### src/rtl/fetch_pkg.sv
// Shared types for the fetch stage.
// Queue entries pair each instruction word with its PC.
package fetch_pkg;

  typedef enum logic [1:0] {
    FS_IDLE,
    FS_RUN,
    FS_HALT
  } fetch_state_e;

  typedef struct packed {
    logic [31:0] pc;
    logic [31:0] inst;
  } fetch_entry_t;

  localparam logic [31:0] PC_STEP = 32'd4;

endpackage

### src/rtl/fetch_if.sv
// IMem read port plus decode valid/ready handshake.
// The master side is the fetch unit.
interface fetch_if;

  logic [31:0] imem_addr;
  logic [31:0] imem_data;
  logic        inst_valid;
  logic        inst_ready;
  logic [31:0] inst_data;
  logic [31:0] inst_pc;

  modport master (
    output imem_addr,
    input  imem_data,
    output inst_valid,
    input  inst_ready,
    output inst_data,
    output inst_pc
  );

  modport slave (
    input  imem_addr,
    output imem_data,
    input  inst_valid,
    output inst_ready,
    input  inst_data,
    input  inst_pc
  );

endinterface

### src/rtl/fetch_queue.sv
// In-order circular buffer of fetched entries.
// Pointers carry one extra wrap bit to tell full from empty.
module fetch_queue
  import fetch_pkg::*;
#(
  parameter int QDEPTH = 4
) (
  input  logic         clk,
  input  logic         rst_n,
  input  logic         push,
  input  fetch_entry_t push_entry,
  input  logic         pop,
  input  logic         flush,
  output logic         full,
  output logic         empty,
  output fetch_entry_t head
);

  localparam int AW = $clog2(QDEPTH);

  fetch_entry_t   mem [QDEPTH];
  logic [AW:0]    wptr;
  logic [AW:0]    rptr;

  assign empty = (wptr == rptr);
  assign full  = (wptr[AW] != rptr[AW])
              && (wptr[AW-1:0] == rptr[AW-1:0]);
  assign head  = mem[rptr[AW-1:0]];

  always_ff @(posedge clk or negedge rst_n) begin
    if (!rst_n) begin
      wptr <= '0;
      rptr <= '0;
    end else if (flush) begin
      wptr <= '0;
      rptr <= '0;
    end else begin
      if (push) wptr <= wptr + 1'b1;
      if (pop)  rptr <= rptr + 1'b1;
    end
  end

  always_ff @(posedge clk or negedge rst_n) begin
    if (!rst_n) begin
      for (int i = 0; i < QDEPTH; i++)
        mem[i] <= '0;
    end else if (push && !flush) begin
      mem[wptr[AW-1:0]] <= push_entry;
    end
  end

endmodule

### src/rtl/fetch_unit.sv
// Fetch stage: PC, IMem addressing, fetch queue and sticky fault.
// IMem is word-indexed and 1-based, hence the +1 on the address.
module fetch_unit
  import fetch_pkg::*;
#(
  parameter logic [31:0] RESET_PC   = 32'h0000_0000,
  parameter int          IMEM_WORDS = 10240,
  parameter int          QDEPTH     = 4
) (
  input  logic        clk,
  input  logic        rst_n,
  input  logic        fetch_en,
  input  logic        redirect_valid,
  input  logic [31:0] redirect_pc,
  fetch_if.master     bus,
  output logic        fault,
  output logic [31:0] fault_pc
);

  fetch_state_e state;
  fetch_state_e state_nx;
  logic [31:0]  pc;
  logic         pc_ok;
  logic         tgt_ok;
  logic         push;
  logic         pop;
  logic         full;
  logic         empty;
  fetch_entry_t head;
  fetch_entry_t entry;

  function automatic logic legal(input logic [31:0] a);
    return (a[1:0] == 2'b00)
        && ((a >> 2) < 32'(IMEM_WORDS));
  endfunction

  assign pc_ok  = legal(pc);
  assign tgt_ok = legal(redirect_pc);
  assign pop    = bus.inst_valid && bus.inst_ready;
  assign entry  = '{pc: pc, inst: bus.imem_data};

  assign bus.imem_addr  = (pc >> 2) + 32'd1;
  assign bus.inst_valid = !empty;
  assign bus.inst_data  = head.inst;
  assign bus.inst_pc    = head.pc;

  always_ff @(posedge clk or negedge rst_n) begin
    if (!rst_n) state <= FS_IDLE;
    else        state <= state_nx;
  end

  always_comb begin
    state_nx = state;
    if (redirect_valid) begin
      if (!tgt_ok)       state_nx = FS_HALT;
      else if (fetch_en) state_nx = FS_RUN;
      else               state_nx = FS_IDLE;
    end else begin
      unique case (state)
        FS_IDLE: if (fetch_en) state_nx = FS_RUN;
        FS_RUN: begin
          if (!pc_ok)         state_nx = FS_HALT;
          else if (!fetch_en) state_nx = FS_IDLE;
        end
        FS_HALT: state_nx = FS_HALT;
        default: state_nx = FS_IDLE;
      endcase
    end
  end

  always_comb begin
    push = 1'b0;
    if (state == FS_RUN && !redirect_valid)
      push = pc_ok && (!full || pop);
  end

  always_ff @(posedge clk or negedge rst_n) begin
    if (!rst_n)              pc <= RESET_PC;
    else if (redirect_valid) pc <= redirect_pc;
    else if (push)           pc <= pc + PC_STEP;
  end

  // A bad target is reported as the PC it would have become.
  always_ff @(posedge clk or negedge rst_n) begin
    if (!rst_n) begin
      fault    <= 1'b0;
      fault_pc <= '0;
    end else if (redirect_valid) begin
      fault <= !tgt_ok;
      if (!tgt_ok) fault_pc <= redirect_pc;
    end else if (state == FS_RUN && !pc_ok) begin
      fault    <= 1'b1;
      fault_pc <= pc;
    end
  end

  fetch_queue #(
    .QDEPTH (QDEPTH)
  ) u_queue (
    .clk        (clk),
    .rst_n      (rst_n),
    .push       (push),
    .push_entry (entry),
    .pop        (pop),
    .flush      (redirect_valid),
    .full       (full),
    .empty      (empty),
    .head       (head)
  );

endmodule

### src/flat_wrapper.sv
// flat-port wrapper written by rule: the top's interface ports become plain ports
module fetch_unit_flat import fetch_pkg::*;
#(
  parameter logic [31:0] RESET_PC   = 32'h0000_0000,
  parameter int          IMEM_WORDS = 10240,
  parameter int          QDEPTH     = 4
)
  (clk, rst_n, fetch_en, redirect_valid, redirect_pc, fault, fault_pc, bus_imem_addr, bus_imem_data, bus_inst_valid, bus_inst_ready, bus_inst_data, bus_inst_pc);
  fetch_if bus_i ();
  input  logic clk;
  input  logic rst_n;
  input  logic fetch_en;
  input  logic redirect_valid;
  input  logic [31:0] redirect_pc;
  output logic fault;
  output logic [31:0] fault_pc;
  output wire logic [$bits(bus_i.imem_addr)-1:0] bus_imem_addr;
  input wire logic [$bits(bus_i.imem_data)-1:0] bus_imem_data;
  output wire logic [$bits(bus_i.inst_valid)-1:0] bus_inst_valid;
  input wire logic [$bits(bus_i.inst_ready)-1:0] bus_inst_ready;
  output wire logic [$bits(bus_i.inst_data)-1:0] bus_inst_data;
  output wire logic [$bits(bus_i.inst_pc)-1:0] bus_inst_pc;
  assign bus_imem_addr = bus_i.imem_addr;
  assign bus_i.imem_data = bus_imem_data;
  assign bus_inst_valid = bus_i.inst_valid;
  assign bus_i.inst_ready = bus_inst_ready;
  assign bus_inst_data = bus_i.inst_data;
  assign bus_inst_pc = bus_i.inst_pc;
  fetch_unit #(.RESET_PC(RESET_PC), .IMEM_WORDS(IMEM_WORDS), .QDEPTH(QDEPTH)) u_core (.clk(clk), .rst_n(rst_n), .fetch_en(fetch_en), .redirect_valid(redirect_valid), .redirect_pc(redirect_pc), .bus(bus_i), .fault(fault), .fault_pc(fault_pc));
endmodule
### config.mk
export PLATFORM = sky130hd
export DESIGN_NAME = fetch_unit_flat
export DESIGN_NICKNAME = d
export VERILOG_FILES = /design/src/rtl/fetch_pkg.sv /design/src/rtl/fetch_if.sv /design/src/rtl/fetch_queue.sv /design/src/rtl/fetch_unit.sv /design/src/flat_wrapper.sv
export SDC_FILE = /design/constraint.sdc
export NUM_CORES = 1
export LEC_CHECK = 0
export CAP_MARGIN = 20
export CORE_UTILIZATION = 55
export DETAILED_ROUTE_END_ITERATION = 6
export GPL_ROUTABILITY_DRIVEN = 0
export PLACE_DENSITY = 0.8
export SETUP_SLACK_MARGIN = 0.3
export SLEW_MARGIN = 40
export SYNTH_ARGS = -nofsm -noshare
export SYNTH_HDL_FRONTEND = slang
export SYNTH_SLANG_ARGS = --single-unit
### constraint.sdc
create_clock -name clk -period 2.9 [get_ports clk]
set_clock_uncertainty 0.1 [all_clocks]
set_input_delay 0.58 -clock clk [delete_from_list [all_inputs] [get_ports clk]]
set_output_delay 0.58 -clock clk [all_outputs]
set_load 0.005 [all_outputs]
### Track usage over the die

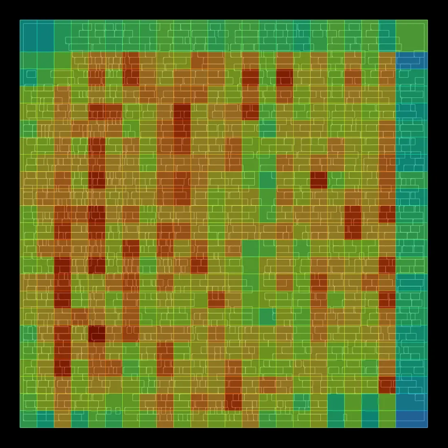
GRT busiest layer: met2
GR Layer Usage met3: 6.13%
met2 usage: 39.9%
Total Routing Usage GR: 25.0%

==> CHANGELOG.md <==
## Implementation

- Tool warning count: 31
- Remaining DRCs: 0
- Min-Delay Path Depth: 4
- Drt pass-1 iters: 4
- Crit path capture type: output pin
- Seq share, synth: 56.6%
- Final std cells w/o fill: 1617
- # setup viols final: 6
- CTS tree: done
- Worst vdd ir: 566 uV
- Tapcells: 335
- Comb area leader: multiplexers
- Die height: 165 um
- Worst path slowest cell: dfrtp_1
- Wirelength per Cell: 20.3 um
- Clock Pin Slew Worst Setup and Hold Paths: 50 ps
- I/O pin count: 199
- Power per cell area: 535 nW/um2
- Initial antenna violation count: 0
- Sequential cell fraction of total power: 46.7%
- Worst slack at placement: 83.5 ps
- RSZ-0062 raised after global routing: yes
- Most frequent cell after synthesis: dfrtp_1
- Final #Nets: 1334
- Core area: 26000 um2
- # fillers: 1649
- Max Buffers Root-to-Sink: 3
- Clock network fraction of design power: 45.2%
- Post-synthesis cell type count: 50
- Final min period: 3040 ps
- Final ANT Viol Nets: 0
- Clock-cell share: 6.38%
- Floorplan utilization: 56.0%
- Total design power: 10.2 mW
- Clock Sinks: 329
- Yosys cell count: 988
- Syn Inst Count: 988
- Die Wd: 165 um
- Largest Register: u_core.u_queue.mem
- Syn Area/Cell: 14.7 um2
- Main area contributors: dfrtp_1, mux2_2, mux4_2, and2_1, xnor2_1
- Status: complete, but fails checks
- Leading cell kind: registers
- Chip area in the Yosys report: 14600 um2
- Reg2reg start: u_core.pc[25]$_DFFE_PN0P_
- Worst setup SP type: flip-flop
- CP Data Required Time: 2220 ps
- Clk_lat worst skew: 510 ps
- Hold Crit Class: input port to flip-flop
- Leading area contributor after synthesis: dfrtp_1
- Post-CTS Hold Buffers: 1
- EDFF count, synth: 0
- Top area contributor share: 56.6%
- Sequential cell area share: 43.1%
- Total routed wirelength: 32.9 mm
- Combinational Power Share: 8.0%
- Internal power: 8.00 mW
- N_diodes: 0
- # clk buffers: 56
- Synth flops: 329
- PnR worst setup slack: -136 ps
- Global-route wire length before repair: 52.4 mm
- Levels on crit path: 6
- Post-route clock period utilization: 105%
- Failing checks: negative setup slack
- Vias: 9101
- Pin count of the biggest net entering global routing: 92
- Yosys warnings: 0
- Row count: 59
- Total grt overflow: 0
- Root Driver: clkbuf_16
- CP max FO: 5
- Setup tns final: -438 ps
- Biggest regs: u_core.u_queue.mem: 256 flops, u_core.fault_pc: 32 flops, u_core.pc: 32 flops
- H-tree depth: 2
- XOR Share, Synth: 1.99%
- WHS Endpoint: u_core.state[0]$_DFFE_PN0P_
- DR iter-0 viols: 486
- Max Freq: 329 MHz
- Comb gates: 579
- Area fraction in mux cells: 28.7%
- Crit path cell chain: nand3_1, nor4_2, and2_4, and4_1, xor2_1, dlygate4sd2_1
- Adder share: 0.516%
- Layout cell share with drive strength beyond 1: 46.6%
- Critical register-to-register path endpoint: u_core.u_queue.mem[83]$_DFFE_PN0P_
- Finished Core Util: 73.7%
- Cell area after synthesis: 14600 um2
- Post-CTS setup buffers: 30
### Drive-strength map

(3 px per um)
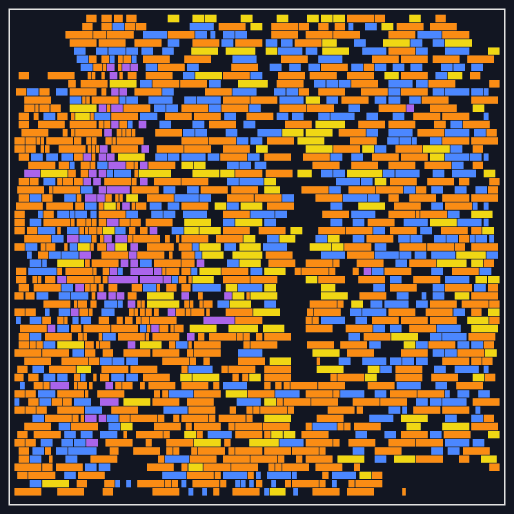
size	color	cells
drive 2	blue	388
drive 6 and up	yellow	140
drive 1 or less	orange	684
drive 3 to 4	purple	70
Final Cell Area: 19100 um2
Layout area overhead: 31.5%
PnR worst setup slack: -136 ps
count of plain and timing-repair buffers: 296

placed cells by master, fill, tap and decap left out, types with 4 or more instances in the layout:
master / synthesis / routed
dfrtp_1: 329 / 325
mux2_2: 240 / 240
clkdlybuf4s50_1: 0 / 103
and2_1: 75 / 73
mux4_2: 64 / 64
buf_6: 7 / 55
buf_4: 7 / 50
buf_2: 18 / 41
nand2_1: 39 / 37
clkbuf_16: 0 / 37
buf_12: 0 / 19
inv_1: 16 / 16
o21ai_0: 14 / 14
clkbuf_8: 3 / 14
xnor2_1: 21 / 12
nand3_1: 15 / 12
nor2_1: 18 / 12
xor2_1: 12 / 10
a21oi_1: 10 / 10
nand4_1: 8 / 8
xnor2_2: 0 / 8
buf_16: 0 / 8
dlygate4sd2_1: 0 / 6
clkdlybuf4s15_2: 0 / 6
nor4_1: 7 / 5
o211ai_1: 5 / 5
a22oi_1: 5 / 5
ha_1: 6 / 5
clkbuf_1: 21 / 5
nor2_2: 1 / 4
nand2_2: 3 / 4
buf_8: 0 / 4
worst register-to-register path, delay by kind of cell, from the launching register on:
family        cells  cell delay, ps
mux               1             390
buf+inv           2             390
simple gates      4            1120
flops             1             480
power by group through the flow:
stage,sequential [mW],combinational (mW),clock [mW]
floorplan,4.85,0.267,0
global placement,4.85,0.798,0
detailed placement,4.86,0.807,0
CTS,4.78,0.808,4.72
global route,4.79,0.898,4.92
finish,4.78,0.821,4.63
routing by layer:
layer / part of all wire [%] / track usage (%)
met3: 6.5 / 6.13
met5: 0 / 0
met4: 1.7 / 6.59
met1: 45 / 34.6
met2: 47 / 39.9
No activity file was given, so power comes from the tool's default toggle rates.
